[config.mk]
export PLATFORM = sky130hd
export DESIGN_NAME = seven_segment_scan_counter
export DESIGN_NICKNAME = d
export VERILOG_FILES = /design/src/rtl/seven_segment_scan_counter.sv
export SDC_FILE = /design/constraint.sdc
export NUM_CORES = 1
export LEC_CHECK = 0
export CELL_PAD_IN_SITES_DETAIL_PLACEMENT = 1
export CELL_PAD_IN_SITES_GLOBAL_PLACEMENT = 2
export CORE_ASPECT_RATIO = 1.25
export CORE_MARGIN = 3
export CORE_UTILIZATION = 35
export DETAILED_ROUTE_END_ITERATION = 12
export PLACE_DENSITY = 0.88
export SYNTH_ARGS = -nofsm -noshare
export SYNTH_HDL_FRONTEND = slang
export SYNTH_SLANG_ARGS = --single-unit
[constraint.sdc]
create_clock -name clk -period 2.9 [get_ports clk]
set_clock_uncertainty 0.2 [all_clocks]
set_input_delay 0.435 -clock clk [delete_from_list [all_inputs] [get_ports clk]]
set_output_delay 0.435 -clock clk [all_outputs]
set_load 0.02 [all_outputs]
[src/rtl/seven_segment_scan_counter.sv]
// Multi-digit BCD up/down counter with programmable tick prescaler, time-multiplexed
// onto a shared seven-segment bus with one-hot digit enables and leading-zero blanking.
module seven_segment_scan_counter #(
  parameter int DIGITS = 4,
  parameter int TICK_W = 24,
  parameter int SCAN_W = 10,
  parameter int BLANK  = 1
) (
  input  logic                  clk,
  input  logic                  rst,
  input  logic                  en,
  input  logic                  up,
  input  logic                  clear,
  input  logic [TICK_W-1:0]     tick_limit,
  output logic [6:0]            seg,
  output logic                  dp,
  output logic [DIGITS-1:0]     digit_en,
  output logic [4*DIGITS-1:0]   value,
  output logic                  wrap
);

  localparam int IDX_W = (DIGITS > 1) ? $clog2(DIGITS) : 1;
  localparam int VAL_W = 4 * DIGITS;

  logic [TICK_W-1:0] presc_reg;
  logic [VAL_W-1:0]  value_reg;
  logic              wrap_reg;
  logic [SCAN_W-1:0] scan_reg;
  logic [IDX_W-1:0]  idx_reg;
  logic [6:0]        seg_reg;
  logic              dp_reg;
  logic [DIGITS-1:0] digit_en_reg;

  logic              tick;
  logic [VAL_W-1:0]  value_inc;
  logic [VAL_W-1:0]  value_dec;
  logic [DIGITS-1:0] digit_nine;
  logic [DIGITS-1:0] digit_zero;
  logic [DIGITS-1:0] digit_blank;
  logic              wrap_up;
  logic              wrap_dn;

  logic [VAL_W-1:0]  value_shift;
  logic [3:0]        sel_digit;
  logic [DIGITS-1:0] blank_shift;
  logic [6:0]        seg_next;
  logic              dp_next;
  logic [DIGITS-1:0] digit_en_next;

  // >= rather than == so a lowered limit takes effect on the next enabled edge
  assign tick = en && (presc_reg >= tick_limit);

  // Per-digit BCD step. Carry/borrow into a digit is the AND of the lower-digit
  // flags rather than a rippled vector, which keeps the netlist free of self-loops.
  generate
    for (genvar gi = 0; gi < DIGITS; gi++) begin : g_digit
      logic [3:0] d;
      logic       carry_in;
      logic       borrow_in;

      assign d              = value_reg[4*gi +: 4];
      assign digit_nine[gi] = (d == 4'd9);
      assign digit_zero[gi] = (d == 4'd0);

      if (gi == 0) begin : g_lsd
        assign carry_in       = 1'b1;
        assign borrow_in      = 1'b1;
        assign digit_blank[gi] = 1'b0;
      end else begin : g_upper
        assign carry_in        = &digit_nine[gi-1:0];
        assign borrow_in       = &digit_zero[gi-1:0];
        assign digit_blank[gi] = &digit_zero[DIGITS-1:gi];
      end

      assign value_inc[4*gi +: 4] = !carry_in  ? d :
                                    (d == 4'd9) ? 4'd0 : d + 4'd1;
      assign value_dec[4*gi +: 4] = !borrow_in ? d :
                                    (d == 4'd0) ? 4'd9 : d - 4'd1;
    end
  endgenerate

  assign wrap_up = &digit_nine;
  assign wrap_dn = &digit_zero;

  always_ff @(posedge clk or posedge rst) begin
    if (rst) begin
      presc_reg <= '0;
      value_reg <= '0;
      wrap_reg  <= 1'b0;
    end else if (clear) begin
      presc_reg <= '0;
      value_reg <= '0;
      wrap_reg  <= 1'b0;
    end else if (tick) begin
      presc_reg <= '0;
      value_reg <= up ? value_inc : value_dec;
      wrap_reg  <= up ? wrap_up : wrap_dn;
    end else begin
      if (en) begin
        presc_reg <= presc_reg + TICK_W'(1);
      end
      wrap_reg <= 1'b0;
    end
  end

  // Scan divider free-runs regardless of en/clear so the display never stalls
  always_ff @(posedge clk or posedge rst) begin
    if (rst) begin
      scan_reg <= '0;
    end else begin
      scan_reg <= scan_reg + SCAN_W'(1);
    end
  end

  generate
    if (DIGITS == 1) begin : g_single
      always_ff @(posedge clk or posedge rst) begin
        if (rst) begin
          idx_reg <= '0;
        end else begin
          idx_reg <= '0;
        end
      end
    end else begin : g_multi
      always_ff @(posedge clk or posedge rst) begin
        if (rst) begin
          idx_reg <= '0;
        end else if (&scan_reg) begin
          if (idx_reg == IDX_W'(DIGITS - 1)) begin
            idx_reg <= '0;
          end else begin
            idx_reg <= idx_reg + IDX_W'(1);
          end
        end
      end
    end
  endgenerate

  function automatic logic [6:0] seg_decode(input logic [3:0] bcd);
    logic [6:0] s;
    case (bcd)
      4'd0:    s = 7'h3F;
      4'd1:    s = 7'h06;
      4'd2:    s = 7'h5B;
      4'd3:    s = 7'h4F;
      4'd4:    s = 7'h66;
      4'd5:    s = 7'h6D;
      4'd6:    s = 7'h7D;
      4'd7:    s = 7'h07;
      4'd8:    s = 7'h7F;
      4'd9:    s = 7'h6F;
      default: s = 7'h00;
    endcase
    return s;
  endfunction

  // Shifts instead of indexed selects so non-power-of-two DIGITS stay in range
  assign value_shift = value_reg >> {idx_reg, 2'b00};
  assign sel_digit   = value_shift[3:0];
  assign blank_shift = digit_blank >> idx_reg;

  always_comb begin
    seg_next = seg_decode(sel_digit);
    if ((BLANK != 0) && blank_shift[0]) begin
      seg_next = 7'h00;
    end
  end

  assign dp_next       = (idx_reg == '0) && !en;
  assign digit_en_next = DIGITS'(1) << idx_reg;

  always_ff @(posedge clk or posedge rst) begin
    if (rst) begin
      seg_reg      <= '0;
      dp_reg       <= 1'b0;
      digit_en_reg <= '0;
    end else begin
      seg_reg      <= seg_next;
      dp_reg       <= dp_next;
      digit_en_reg <= digit_en_next;
    end
  end

  assign seg      = seg_reg;
  assign dp       = dp_reg;
  assign digit_en = digit_en_reg;
  assign value    = value_reg;
  assign wrap     = wrap_reg;

endmodule
==> impl_metrics.env, run 1 <==
# implementation run metrics
export IMPL_status="finished clean"
export IMPL_clock_sinks=65
export IMPL_dieWidth_um=109
export IMPL_final_cell_mix="dfrtp_1 (65), clkdlybuf4s50_1 (57), inv_1 (47), ha_1 (47), nor2_1 (38)"
export IMPL_dpl_cell_area_mm2=0.00554
export IMPL_post_cts_buffers=0
export IMPL_cts_tree="built"
export IMPL_seq_share_pct=27.9
export IMPL_setup_viol=0
export IMPL_cp_arrival_ns=2.78
export IMPL_worst_pin_slew_ns=0.396
export IMPL_netlist_area_mm2=0.00464
export IMPL_final_nonclk_buf_share_pct=14.0
export IMPL_min_path_type="primary input to async pin"
export IMPL_ys_area_mm2=0.00464
export IMPL_drc=0
export IMPL_setup_worst_path_start="tick_limit[17]"
export IMPL_dp_cells=742
export IMPL_core_area_mm2=0.0128
export IMPL_fin_crit_sh_pct=93.8
export IMPL_cp_max_fo=7
## run 1: worst max-delay path by stage
stage                            to  depth (start not counted)  slack [ns]
after floorplan            value[6]                          8        0.52
after global placement    value[13]                         10       -0.15
after detailed placement   value[9]                         10       -0.17
after CTS                  value[9]                         10        0.15
after global routing       value[9]                         10       0.003
final                      value[9]                         10        0.18
## run 1: cells by family after synthesis
logic type	count (synthesis)	synth area share, %
XOR/XNOR	29	5.47
AND/OR/NAND/NOR	182	20.9
AND-OR/OR-AND	104	15.4
flip-flops	65	35.0
multiplexers	12	3.77
adder cells (fa/ha/maj)	47	12.7
buffers and inverters	70	6.66
## run 1: power by group through the flow
stage               registers [mW]  logic (mW)  clock network [mW]
floorplan                     1.04       0.280                   0
global placement              1.01       0.522                   0
detailed placement            1.01       0.537                   0
CTS                          0.996       0.541                1.10
global route                  1.00       0.591                1.14
finish                       0.996       0.536                1.07
## run 1: cell usage after synthesis, drive strengths merged, types with 7 or more instances
cell type / number / area, µm²
xor2: 16 / 140
a31oi: 9 / 56.3
nor2: 39 / 149
nor3: 32 / 188
buf: 8 / 55.1
nand2: 35 / 134
inv: 48 / 180
ha: 47 / 588
xnor2: 13 / 114
nand3: 29 / 155
nor2b: 8 / 50.1
a21oi: 27 / 135
dfrtp: 65 / 1630
nand4: 10 / 68.8
o21ai: 20 / 100
o31ai: 7 / 52.6
clkbuf: 13 / 70.1
## run 1: routing by layer
layer | vias up | global-route usage [%]
met5 | - | 0
met4 | 0 | 6.74
li1 | 1968 | -
met3 | 19 | 3.16
met2 | 80 | 35.1
met1 | 2072 | 22.4
## run 1: timing repair
action	in CTS	in global routing
hold buffers	0	0
setup endpoints to repair	0	1
gates resized	0	1
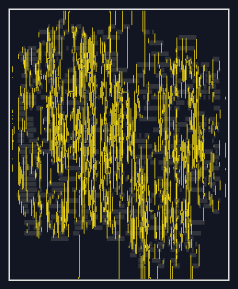
(run_1/met2.png)
Drawn at 2 px/µm. Cells faint in the background.
nets with wire on the layer = 589
wire length on this layer = 7,100 µm
main direction = vertical

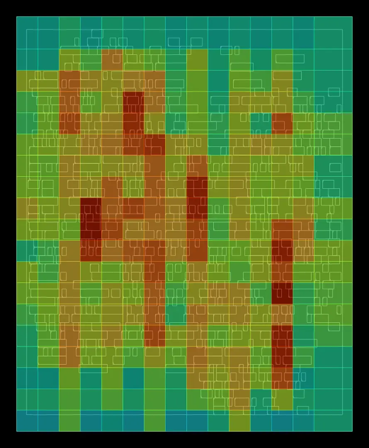
(run_1/final_congestion.png)
GRT Resource Usage Total: 19.2%
grt met3 use: 3.16%
GRT busiest layer: met2
grt met1 use: 22.4%
wire per inst: 17.7 µm

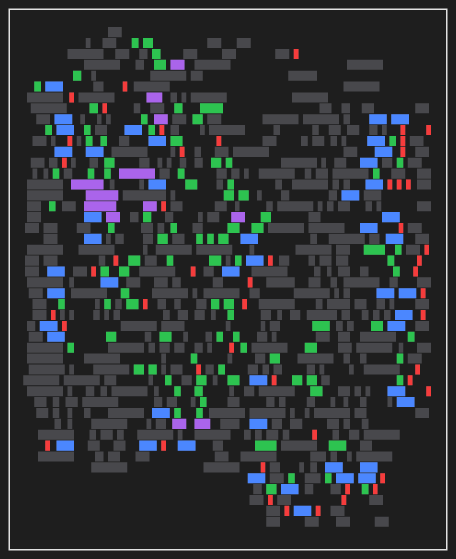
(run_1/gate_families.png)
Drawn at 4 px/µm.
inverting AOI/OAI gates -> green  # cells 93
multiplexers -> purple  # cells 12
inverters -> red  # cells 49, where spread over the die
adder and majority cells -> blue  # cells 47, where spread over the die

## Run 2: what changed since run 1
--- a/config.mk
+++ b/config.mk
@@ -5,13 +5,15 @@
 export SDC_FILE = /design/constraint.sdc
 export NUM_CORES = 1
 export LEC_CHECK = 0
+export ABC_AREA = 1
 export CELL_PAD_IN_SITES_DETAIL_PLACEMENT = 1
 export CELL_PAD_IN_SITES_GLOBAL_PLACEMENT = 2
 export CORE_ASPECT_RATIO = 1.25
-export CORE_MARGIN = 3
-export CORE_UTILIZATION = 35
+export CORE_MARGIN = 2
+export CORE_UTILIZATION = 33
 export DETAILED_ROUTE_END_ITERATION = 12
 export PLACE_DENSITY = 0.88
+export SETUP_SLACK_MARGIN = 0.1
 export SYNTH_ARGS = -nofsm -noshare
 export SYNTH_HDL_FRONTEND = slang
 export SYNTH_SLANG_ARGS = --single-unit
==> impl_metrics.env, run 2 <==
# implementation run metrics
export IMPL_fin_crit_sh_pct=84.3
export IMPL_worst_pin_slew_ns=0.577
export IMPL_cts_buffers=9
export IMPL_cp_max_fo=22
export IMPL_yosys_area_top_type="dfrtp_1"
export IMPL_dieWidth_um=110
export IMPL_clkSlewWorstSetupHoldPaths_ns=0.06
export IMPL_cts_tree="built"
export IMPL_clk_power_mw=1.08
export IMPL_final_cell_mix="nand2_1 (133), inv_1 (84), dfrtp_1 (65)"
export IMPL_grt_overflow=0
export IMPL_tns_ns=0
export IMPL_core_area_mm2=0.0138
export IMPL_cpPeakStageDelay_ns=0.46
export IMPL_portBuffers=57
export IMPL_drc=0
export IMPL_topCellsByArea="dfrtp_1 (35%), ha_1 (13%), nand2_1 (11%)"
export IMPL_min_path_type="flip-flop to flip-flop"
export IMPL_status="finished clean"
export IMPL_wl_per_cell_um=14.6
export IMPL_grt_pass1_wl_um=21300
export IMPL_synthTopCellsByCount="nand2_1 (133), inv_1 (85), dfrtp_1 (65)"
export IMPL_comb_power_mw=1.12
export IMPL_netlist_area_leader_share_pct=34.8
export IMPL_ys_area_mm2=0.00467
export IMPL_setup_worst_path_start="tick_limit[19]"
export IMPL_clock_sinks=65
export IMPL_startpoint_type="primary input"
export IMPL_cp_arrival_ns=2.49
export IMPL_warning_count=41
export IMPL_netlist_area_mm2=0.00467
export IMPL_setup_viol=0
export IMPL_cts_repair_resized=0
export IMPL_power_group_top="registers"
export IMPL_synth_most_common_cell="nand2_1"
==> run 2: logic make-up after synthesis <==
kind of cell	count (synthesis)	synth area share, %
flip-flops	65	34.8
AND/OR/NAND/NOR	280	28.3
AND-OR/OR-AND	71	8.38
adder cells (fa/ha/maj)	47	12.6
XOR/XNOR	36	6.75
buffers and inverters	102	9.16
==> run 2: metrics by stage <==
stage / worst slack, ns / hold WS (ns) / cell area [µm²] / instances / utilization, %
final: 0.456 / 0.257 / 5730 / 844 / 41.5
after global routing: 0.221 / 0.282 / 5730 / 844 / 41.5
after CTS: 0.450 / 0.267 / 5730 / 844 / 41.5
after detailed placement: 0.0925 / 0.259 / 5440 / 828 / 39.4
after global placement: 0.137 / 0.242 / 5440 / 828 / 39.4
after floorplan: 0.639 / 0.222 / 4670 / 601 / -
==> run 2: path summary, 6_finish.rpt <==
kind | end | slack [ns] | cells past startpoint
worst max register to register | seg[2] | 0.50 | 9
min in group asynchronous | dp | 0.29 | 3
worst min-delay path | scan_reg[0] | 0.26 | 1
worst max-delay path | presc_reg[9] | 0.46 | 15
max in group asynchronous | value[4] | 1.81 | 3
worst min register to register | scan_reg[0] | 0.26 | 1
==> run 2: area by class of cell <==
cell class | instances | area, µm² | share of cell area [%]
multi-input combinational | 434 | 2620 | 45.6
inverter | 89 | 334 | 5.83
clock buffer | 9 | 225 | 3.93
timing repair buffer | 65 | 643 | 11.2
clock inverter | 7 | 70.1 | 1.22
sequential | 65 | 1630 | 28.4
tap | 175 | 219 | 3.82
==> run 2: routing by layer <==
metal,track usage (%),routed length [µm],vias up
li1,-,-,2047
met1,19.9,5400,1955
met2,32.5,6310,60
met3,3.14,387,19
met4,6.11,232,0
met5,0,0,-
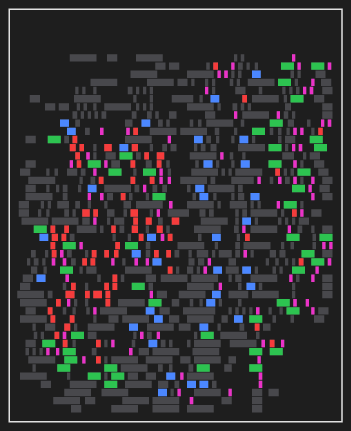
(run_2/gate_families.png)
Drawn at 3 px/µm.
inverters -> magenta  # cells 89, where spread over the die
XOR/XNOR gates -> blue  # cells 36
inverting AOI/OAI gates -> red  # cells 69
adder and majority cells -> green  # cells 47
Comb area share: 45.6%
most frequent logic cell in the layout: nand2_1
tally of non-filler cells in the final layout: 844

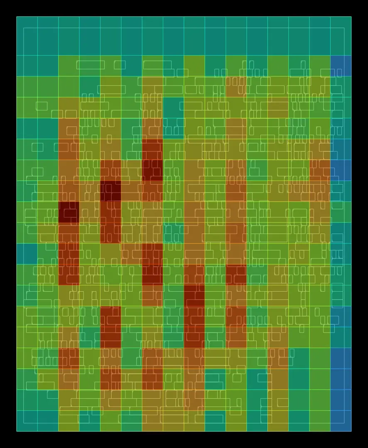
(run_2/final_congestion.png)
GRT Resource Usage Total: 17.4%
fin util: 41.5%
met2 Use GR: 32.5%
grt met1 use: 19.9%

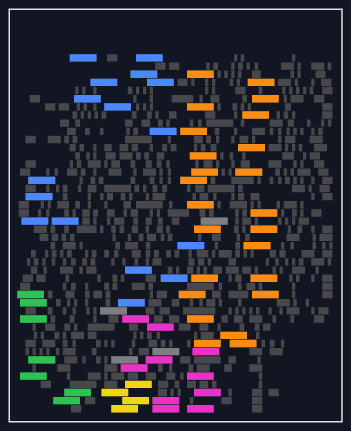
(run_2/registers.png)
Drawn at 3 px/µm. Other sequential cells in the stronger gray, the rest of the logic in the fainter gray.
scan_reg -> magenta  # sequential cells 10, where south
seg -> green  # sequential cells 7, where south-west
presc_reg -> orange  # sequential cells 24
digit_en -> yellow  # sequential cells 4
value -> blue  # sequential cells 16
not colored = 4
Seq power: 1.18 mW
Reg area: 0.00163 mm²
Seq/total area: 28.4%

==> run_2/zoom.png <==
Window x 35 to 75, y 76 to 116 µm. Cells in gray, sequential cells in the stronger gray; small squares are vias.
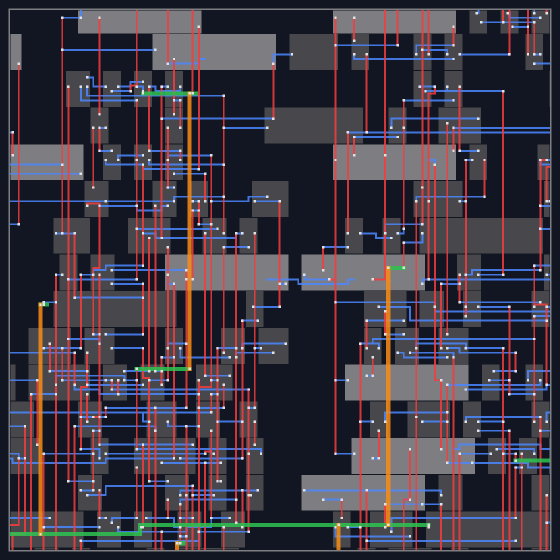

## Run 3: what changed since run 2
--- a/config.mk
+++ b/config.mk
@@ -10,9 +10,9 @@
 export CELL_PAD_IN_SITES_GLOBAL_PLACEMENT = 2
 export CORE_ASPECT_RATIO = 1.25
 export CORE_MARGIN = 2
-export CORE_UTILIZATION = 33
+export CORE_UTILIZATION = 30
 export DETAILED_ROUTE_END_ITERATION = 12
-export PLACE_DENSITY = 0.88
+export PLACE_DENSITY = 0.84
 export SETUP_SLACK_MARGIN = 0.1
 export SYNTH_ARGS = -nofsm -noshare
 export SYNTH_HDL_FRONTEND = slang
==> constraint.sdc (replaced) <==
create_clock -name clk -period 2.2 [get_ports clk]
set_clock_uncertainty 0.2 [all_clocks]
set_input_delay 0.33 -clock clk [delete_from_list [all_inputs] [get_ports clk]]
set_output_delay 0.33 -clock clk [all_outputs]
set_load 0.02 [all_outputs]
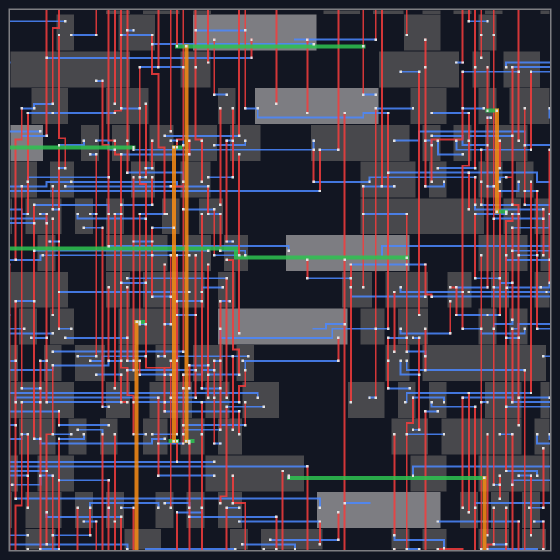
(run_3/zoom.png)
Window x 38 to 78, y 80 to 120 µm. Cells in gray, sequential cells in the stronger gray; small squares are vias.
met3 -> green
met2 -> red
met1 -> blue
met4 -> orange
most frequent = nand2_1 (20), buf_4 (13), nand3_1 (12)
sequential cells in the window = 5
netlist names of flops here include = value (3)
cells with their middle in the window = 111

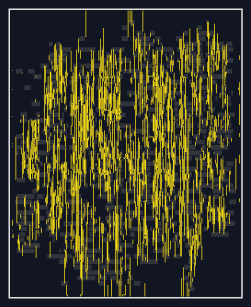
(run_3/met2.png)
Drawn at 2 px/µm. Cells faint in the background.
nets with wire on the layer = 710
main direction = vertical
longest straight run = 54.4 µm
Post-Route WL: 14,800 µm
routed via count: 4,458

==> impl_metrics.env, run 3 <==
# implementation run metrics
export IMPL_violations="negative setup slack"
export IMPL_place_ws_ns=-0.574
export IMPL_met1_usage_pct=20.3
export IMPL_final_cell_mix="nand2_1 (107), inv_1 (71), buf_4 (61)"
export IMPL_dpl_cell_area_mm2=0.00586
export IMPL_tns_ns=-0.224
export IMPL_min_path_type="primary input to async pin"
export IMPL_grt_pass1_wl_um=23800
export IMPL_setup_viol=13
export IMPL_synth_most_common_cell="nand2_1"
export IMPL_worst_slack_ns=-0.0402
export IMPL_synthTopCellsByCount="nand2_1 (133), inv_1 (85), dfrtp_1 (65)"
export IMPL_startpoint_type="primary input"
export IMPL_fin_area_mm2=0.00694
export IMPL_cp_arrival_ns=2.27
export IMPL_portBuffers=57
export IMPL_cpPeakStageDelay_ns=0.46
export IMPL_core_area_mm2=0.0154
export IMPL_whs_ns=0.136
export IMPL_topCellsByArea="dfrtp_1 (35%), ha_1 (13%), nand2_1 (11%)"
export IMPL_layout_cells_non_filler=948
export IMPL_wl_per_cell_um=15.6
export IMPL_fin_crit_sh_pct=102
export IMPL_clkSlewWorstSetupHoldPaths_ns=0.06
export IMPL_lay_top_count="nand2_1"
export IMPL_yosys_area_top_type="dfrtp_1"
export IMPL_worst_pin_slew_ns=0.640
export IMPL_grt_overflow=0
export IMPL_met3_usage_pct=2.95
export IMPL_met2_usage_pct=34.9
export IMPL_grt_busiest_layer="met2"
export IMPL_clock_sinks=65
export IMPL_utilization_pct=45.1
export IMPL_dieWidth_um=116
export IMPL_track_usage_pct=18.4
export IMPL_cp_max_fo=8
export IMPL_drc=0
export IMPL_warning_count=43
export IMPL_cts_max_level=3
export IMPL_cts_buffers=9
export IMPL_status="finished, violations left"
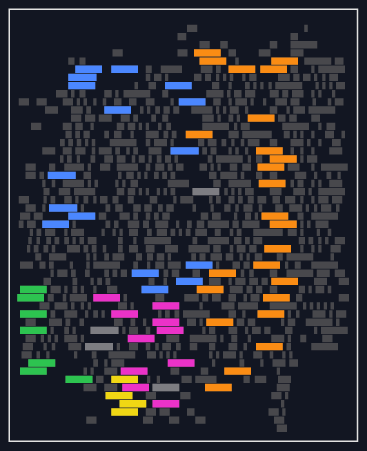
(run_3/registers.png)
Drawn at 3 px/µm. Other sequential cells in the stronger gray, the rest of the logic in the fainter gray.
scan_reg -> magenta  # sequential cells 10, where south
digit_en -> yellow  # sequential cells 4
seg -> green  # sequential cells 7, where south-west
presc_reg -> orange  # sequential cells 24
value -> blue  # sequential cells 16
not colored = 4

[run 3: kinds of logic after synthesis]
family / count (synthesis) / synth area share (%)
fa+ha+maj: 47 / 12.6
simple gates: 280 / 28.3
xor+xnor: 36 / 6.75
buf+inv: 102 / 9.16
compound gates: 71 / 8.38
flops: 65 / 34.8
[run 3: worst paths after layout]
path / start / cells past startpoint / endpoint / slack (ns)
setup / recovery: tick_limit[7] / 16 / value[11] / -0.04
hold / removal: rst / 2 / scan_reg[4] / 0.14
setup reg to reg: presc_reg[19] / 13 / value[11] / -0.03
hold reg to reg: scan_reg[0] / 1 / scan_reg[0] / 0.25
max in group asynchronous: rst / 3 / value[7] / 1.13
min in group clk: scan_reg[0] / 1 / scan_reg[0] / 0.25
[run 3: where the power goes]
| part | leakage (nW) | internal, mW | switching (mW) | total, mW |
|---|---|---|---|---|
| Sequential | 0.836 | 1.32 | 0.185 | 1.51 |
| Combinational | 2.33 | 0.819 | 1.08 | 1.90 |
| Clock | 0.135 | 0.795 | 0.573 | 1.37 |
[run 3: area by class of cell]
| type | count | area, µm² | area share, % |
|---|---|---|---|
| Clock buffer | 10 | 239 | 3.44 |
| Clock inverter | 6 | 42.5 | 0.613 |
| Inverter | 89 | 338 | 4.87 |
| Multi-Input combinational cell | 436 | 3160 | 45.6 |
| Sequential cell | 65 | 1630 | 23.6 |
| Tap cell | 212 | 265 | 3.82 |
| Timing Repair Buffer | 130 | 1250 | 18.1 |
[run 3: layer usage]
layer  wire, µm  share of wire [%]
met1       5900                 40
met2       8040                 54
met3        492                3.3
met4        329                2.2
met5          0                  0
[run 3: what timing repair did]
action                                  in CTS  in global routing
pin swaps                                   37                 38
cloned                                       4                  1
endpoints found under the setup margin      51                 53
resized                                     76                 71
hold endpoints to repair                     0                  0
buffers inserted                             8                  7
Power and IR drop assume default switching activity.
